==> run_1/clock_wires.png <==
Bar = 20 um.
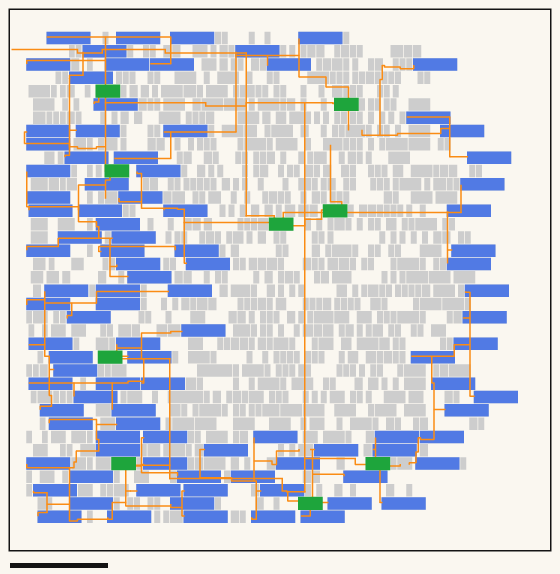
==> run_1/class_map.png <==
Bar = 20 um.
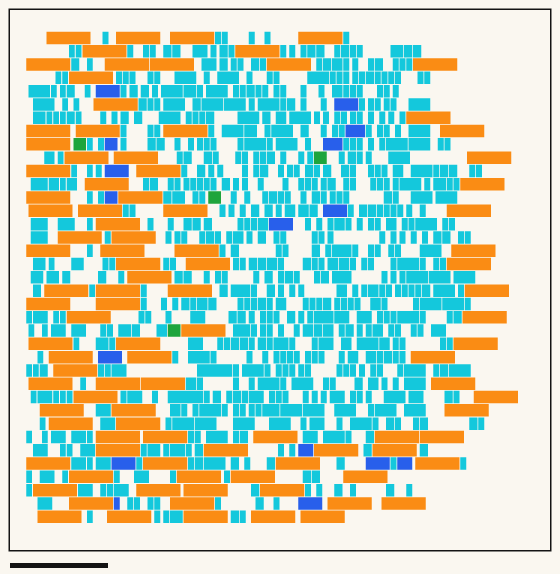
==> run_1/floorplan.png <==
Pins as bars on the die edge.
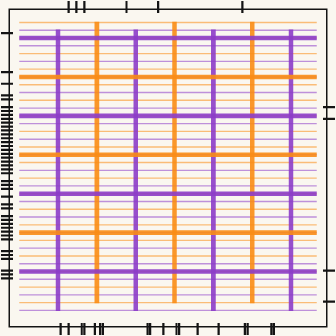
File: src/rtl/bcd2bin_seq.sv
// bcd2bin_seq: sequential 8-digit packed BCD to binary converter, one digit per clock, MSD first.
// Define BCD2BIN_ERRCHK_EN to flag digits greater than 9 on err; otherwise err is tied low.
module bcd2bin_seq (
  input  logic        clk,
  input  logic        rst_n,
  input  logic        start,
  input  logic [31:0] bcd_in,
  output logic        busy,
  output logic        done,
  output logic [31:0] bin_out,
  output logic        err
);
  localparam logic [1:0] IDLE = 2'd0;
  localparam logic [1:0] CONV = 2'd1;
  localparam logic [1:0] DONE = 2'd2;
  logic [1:0]  state_q, state_d;
  logic [31:0] sr_q, sr_d, acc_q, acc_d, bin_q, bin_d;
  logic [2:0]  idx_q, idx_d;
  logic [3:0]  digit;
  logic [31:0] acc_nx;
  logic        accept, last;
  assign accept = (state_q == IDLE) && start;
  assign last   = (state_q == CONV) && (idx_q == 3'd0);
  assign digit  = sr_q[31:28];
  assign acc_nx = (acc_q << 3) + (acc_q << 1) + {28'd0, digit};
  always_comb begin
    state_d = state_q;
    sr_d    = sr_q;
    acc_d   = acc_q;
    idx_d   = idx_q;
    bin_d   = last ? acc_nx : bin_q;
    if (accept) begin
      sr_d    = bcd_in;
      acc_d   = 32'd0;
      idx_d   = 3'd7;
      state_d = CONV;
    end else if (state_q == CONV) begin
      sr_d    = sr_q << 4;
      acc_d   = acc_nx;
      idx_d   = idx_q - 3'd1;
      state_d = last ? DONE : CONV;
    end else if (state_q != IDLE) begin
      state_d = IDLE;
    end
  end
  always_ff @(posedge clk or negedge rst_n) begin
    if (!rst_n) begin
      state_q <= IDLE;
      sr_q    <= 32'd0;
      acc_q   <= 32'd0;
      idx_q   <= 3'd0;
      bin_q   <= 32'd0;
    end else begin
      state_q <= state_d;
      sr_q    <= sr_d;
      acc_q   <= acc_d;
      idx_q   <= idx_d;
      bin_q   <= bin_d;
    end
  end
  assign busy    = (state_q == CONV);
  assign done    = (state_q == DONE);
  assign bin_out = bin_q;
`ifdef BCD2BIN_ERRCHK_EN
  // Sticky over the whole conversion, published only at completion.
  logic flag_q, flag_d, err_q, err_d;
  always_comb begin
    flag_d = accept ? 1'b0 : (state_q == CONV) ? (flag_q | (digit > 4'd9)) : flag_q;
    err_d  = last ? flag_d : err_q;
  end
  always_ff @(posedge clk or negedge rst_n) begin
    if (!rst_n) begin
      flag_q <= 1'b0;
      err_q  <= 1'b0;
    end else begin
      flag_q <= flag_d;
      err_q  <= err_d;
    end
  end
  assign err = err_q;
`else
  assign err = 1'b0;
`endif
endmodule

File: config.mk
export PLATFORM = sky130hd
export DESIGN_NAME = bcd2bin_seq
export DESIGN_NICKNAME = d
export VERILOG_FILES = /design/src/rtl/bcd2bin_seq.sv
export SDC_FILE = /design/constraint.sdc
export NUM_CORES = 1
export LEC_CHECK = 0
export ABC_AREA = 1
export CAP_MARGIN = 10
export CORE_MARGIN = 3
export CORE_UTILIZATION = 60
export DETAILED_ROUTE_END_ITERATION = 8
export DONT_BUFFER_PORTS = 1
export HOLD_SLACK_MARGIN = 0.03
export PLACE_DENSITY = 0.81
export SLEW_MARGIN = 20
export SYNTH_ARGS = -nofsm -noshare
export SYNTH_HDL_FRONTEND = slang
export SYNTH_SLANG_ARGS = --single-unit
File: constraint.sdc
create_clock -name clk -period 4.5 [get_ports clk]
set_clock_uncertainty 0.1 [all_clocks]
set_input_delay 0.9 -clock clk [delete_from_list [all_inputs] [get_ports clk]]
set_output_delay 0.9 -clock clk [all_outputs]
set_load 0.005 [all_outputs]
==> impl_metrics.env, run 1 <==
# implementation run metrics
export IMPL_clockRootBuffer="clkbuf_8"
export IMPL_crit_family="adder cells"
export IMPL_worst_path_most_repeated_cell="nand3_1"
export IMPL_yosys_top_cells_area="dfrtp_1, nand2_1, ha_1"
export IMPL_coreArea_sq_um=10460
export IMPL_ys_top_logic_family="simple AND/OR/NAND/NOR gates"
export IMPL_grt_pass1_wl_mm=26.04
export IMPL_yosys_stat_cells=884
export IMPL_dp_cells=1001
export IMPL_logic_area_sq_um=3403
export IMPL_ant_nets=0
export IMPL_chip_area_sq_um=12200
export IMPL_cts_tree="built"
export IMPL_setup_ws_ns=1.879
export IMPL_largestClassByArea="logic gates"
export IMPL_topRoutingLayerUsed="met4"
export IMPL_ys_seq_frac=0.3824
export IMPL_area_delta_synth_final_pct=4.130
export IMPL_timing_final_crit_period_ns=2.621
export IMPL_synth_area_per_cell_sq_um=7.402
export IMPL_mux_share=0
export IMPL_use_met1=0.3638
export IMPL_tap_cells=136
export IMPL_cts_max_path_buffers=2
export IMPL_maxCapViolCount=0
export IMPL_slowest_delay_ns=0.47
export IMPL_route_met3_wl_mm=1.301
export IMPL_ys_sh_adder=0.1208
export IMPL_place_congestion=0.9183
export IMPL_warning_count=29
export IMPL_hold_slack_ns=0.07726
export IMPL_finalHoldViolations=0
export IMPL_drt_iter0_markers=439
export IMPL_flop_cell="dfrtp_1"
export IMPL_grt_util_met3=0.07288
export IMPL_antenna_found_initial=0
export IMPL_use_met2=0.4017
export IMPL_num_io_pins=70
export IMPL_die_height_um=110.4
export IMPL_grt_busiest_layer="met2"
export IMPL_cts_htree_levels=3
export IMPL_ys_seq_elements=100
export IMPL_portBuffers=0
export IMPL_grt_max_degree=101
export IMPL_cp_arrival_ns=2.82
export IMPL_ys_sh_aoi=0.09656
export IMPL_gr_total_overflow=0
export IMPL_lay_top_cells="nand2_1, inv_1, dfrtp_1"
export IMPL_cp_start_kind="flip-flop"
export IMPL_critPathCapture="bin_out[18]"
export IMPL_status="finished, final reports clean"
export IMPL_n_all_buffers=4
export IMPL_end_kind="flip-flop"
export IMPL_fillCellCount=972
export IMPL_final_util=0.6513
export IMPL_ys_chip_area_sq_um=6544
export IMPL_fin_cells=1017
export IMPL_logic_gate_count=621
export IMPL_grt_total_usage=0.2606
export IMPL_fp_util=0.6254
export IMPL_numCtsBuffers=9
export IMPL_stdcell_area_sq_um=6814
export IMPL_finalNetCount=973
export IMPL_yosysTopAreaCellShare=0.3824
export IMPL_reg2reg_from="acc_q[0]"
export IMPL_path_cells="inv_1 > fa_1 > fa_1 > inv_1 > nand3_1 > nand3_1 > nand2_1 > a21oi_1 > o21ai_0 > nand3_1 > nand2_1"
export IMPL_post_synth_num_cell_types=39
export IMPL_post_place_ws_ns=1.954
export IMPL_layout_drive_gt1_share=0.05675
## Picture notes: clock_wires.png
[green] clock-net drivers | count: 9
[blue] flip-flops | count: 100
[orange] clock wires | length: 1270 um
flops lie: widely spread
clk latency late pin: 0.40 ns

## Picture notes: class_map.png
| colour | class | cells |
|---|---|---|
| orange | registers | 100 |
| green | remaining buffers and delay cells | 4 |
| cyan | remaining logic cells | 761 |
| blue | clock drivers and dummy loads | 16 |
register fraction of the total cell area: 0.3672
row count: 37

## Picture notes: floorplan.png
| colour | net |
|---|---|
| purple | VSS |
| orange | VDD |
rows: 37
met4 straps: 7
signal pins: 70

## run 1: state kept, by name, summed over array words and instances, names as in the netlist
name,count
sr_q,32
acc_q,31
idx_q,3
state_q,2
bin_out,32
## run 1: cell usage after synthesis (4+ instances only)
cell      instances
o21ai_0          28
nand2_2           9
a32o_1            4
buf_4             4
nor2_1           36
a22oi_1           5
nand2_1         318
buf_2            11
inv_1           137
a21oi_1          20
xnor2_1           9
nor2_2            9
clkbuf_1          7
nand3_1          62
ha_1             60
dfrtp_1         100
o221ai_1         20
o211ai_1          4
nand4_1           5
==> run_1/layers.png <==
Two of the layers only.
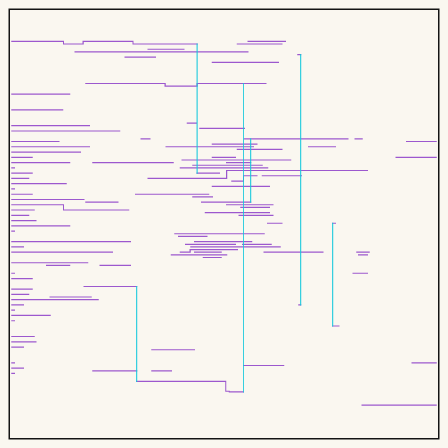

==> inputs of run 2 (changes only) <==
--- a/config.mk
+++ b/config.mk
@@ -8,7 +8,7 @@
 export ABC_AREA = 1
 export CAP_MARGIN = 10
 export CORE_MARGIN = 3
-export CORE_UTILIZATION = 60
+export CORE_UTILIZATION = 58
 export DETAILED_ROUTE_END_ITERATION = 8
 export DONT_BUFFER_PORTS = 1
 export HOLD_SLACK_MARGIN = 0.03
==> constraint.sdc (replaced) <==
create_clock -name clk -period 2.2 [get_ports clk]
set_clock_uncertainty 0.1 [all_clocks]
set_input_delay 0.44 -clock clk [delete_from_list [all_inputs] [get_ports clk]]
set_output_delay 0.44 -clock clk [all_outputs]
set_load 0.005 [all_outputs]
==> run_2/layers.png <==
Two of the layers only.
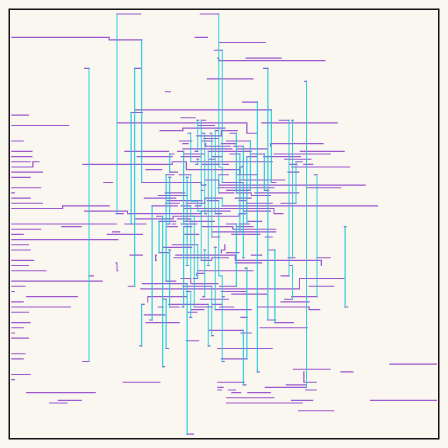
| colour | layer | wire length |
|---|---|---|
| purple | M3 | 1900 um |
| cyan | M4 | 1480 um |

==> run 2 against run 1 <==
The flow now finishes with violations (design-rule violations, negative hold slack, negative setup slack). Final area rose by 23%. Largest cell class unchanged. Sequential share of layout area shrank 6.9 points. Critical path type unchanged. Wire length is 38% higher. Flip-flop count unchanged. Core utilization is 12 points higher. Cell count rose by 7.1%.
==> impl_metrics.env, run 2 <==
# implementation run metrics
export IMPL_numCtsBuffers=9
export IMPL_finalNetCount=1041
export IMPL_end_kind="flip-flop"
export IMPL_hold_slack_ns=-0.3432
export IMPL_status="finished, violations left"
export IMPL_row_count=38
export IMPL_gr_total_overflow=0
export IMPL_layout_drive_gt1_share=0.2729
export IMPL_path_cells="inv_2 > fa_2 > inv_2 > ha_4 > nand2_2 > nor2_1 > nand2_1 > nand3_2 > nand2_2 > nand2_4 > nand2_2 > nand2_1 > nand2_2 > nand3_1 > nand2_1"
export IMPL_final_util=0.7670
export IMPL_setup_ws_ns=-0.3702
export IMPL_reg2reg_from="sr_q[31]"
export IMPL_ys_sh_adder=0.1208
export IMPL_ys_chip_area_sq_um=6544
export IMPL_fin_cells=1089
export IMPL_ys_seq_elements=100
export IMPL_yosysTopAreaCellShare=0.3824
export IMPL_num_io_pins=70
export IMPL_antenna_found_initial=0
export IMPL_violations="design-rule violations, negative hold slack, negative setup slack"
export IMPL_lay_top_cells="nand2_1, inv_1, dfrtp_1"
export IMPL_critPathCapture="bin_out[19]"
export IMPL_stdcell_area_sq_um=8388
export IMPL_synth_most_common_cell="nand2_1"
export IMPL_area_delta_synth_final_pct=28.18
export IMPL_place_congestion=0.9863
export IMPL_cp_start_kind="flip-flop"
export IMPL_ys_seq_frac=0.3824
export IMPL_dp_cells=1059
export IMPL_mux_share=0
export IMPL_post_route_drc_count=2
export IMPL_flop_cell="dfrtp_1"
export IMPL_synthTopCellsByCount="nand2_1, inv_1, dfrtp_1"
export IMPL_finalHoldViolations=100
export IMPL_yosys_stat_cells=884
export IMPL_ys_sh_aoi=0.09656
export IMPL_clockRootBuffer="clkbuf_16"
export IMPL_ys_top_logic_family="simple AND/OR/NAND/NOR gates"
export IMPL_portBuffers=0
export IMPL_grt_max_degree=101
export IMPL_warning_count=33
export IMPL_setup_viol=52
export IMPL_synth_area_per_cell_sq_um=7.402
export IMPL_fp_util=0.5984
export IMPL_topRoutingLayerUsed="met4"
export IMPL_crit_family="simple AND/OR/NAND/NOR gates"
export IMPL_grt_total_usage=0.2943
export IMPL_post_synth_num_cell_types=39
export IMPL_chip_area_sq_um=12590
export IMPL_post_place_ws_ns=-0.2400
export IMPL_grt_util_met3=0.05660
export IMPL_yosys_top_cells_area="dfrtp_1, nand2_1, ha_1"
export IMPL_drt_iter0_markers=792
export IMPL_cts_tree="built"
==> run 2: cells by family after synthesis <==
family | count (synthesis)
AND/OR/NAND/NOR | 452
flip-flops | 100
adder cells (fa/ha/maj) | 62
other | 1
buffers and inverters | 163
AND-OR/OR-AND | 95
XOR/XNOR | 11
==> run 2: cell type report <==
type / instances / area, sq um
multi-input combinational: 621 / 4335
fill: 682 / 2547
sequential: 100 / 2502
timing repair buffer: 72 / 571.8
inverter: 140 / 525.5
clock buffer: 10 / 229.0
tap: 140 / 175.2
clock inverter: 6 / 48.80
==> run 2: repair_timing <==
item                                    CTS  global route
endpoints found under the setup margin   52            54
endpoints found under the hold margin   100           100
pin swaps                                26            37
gates resized                           100            87
buffers inserted                          5            11
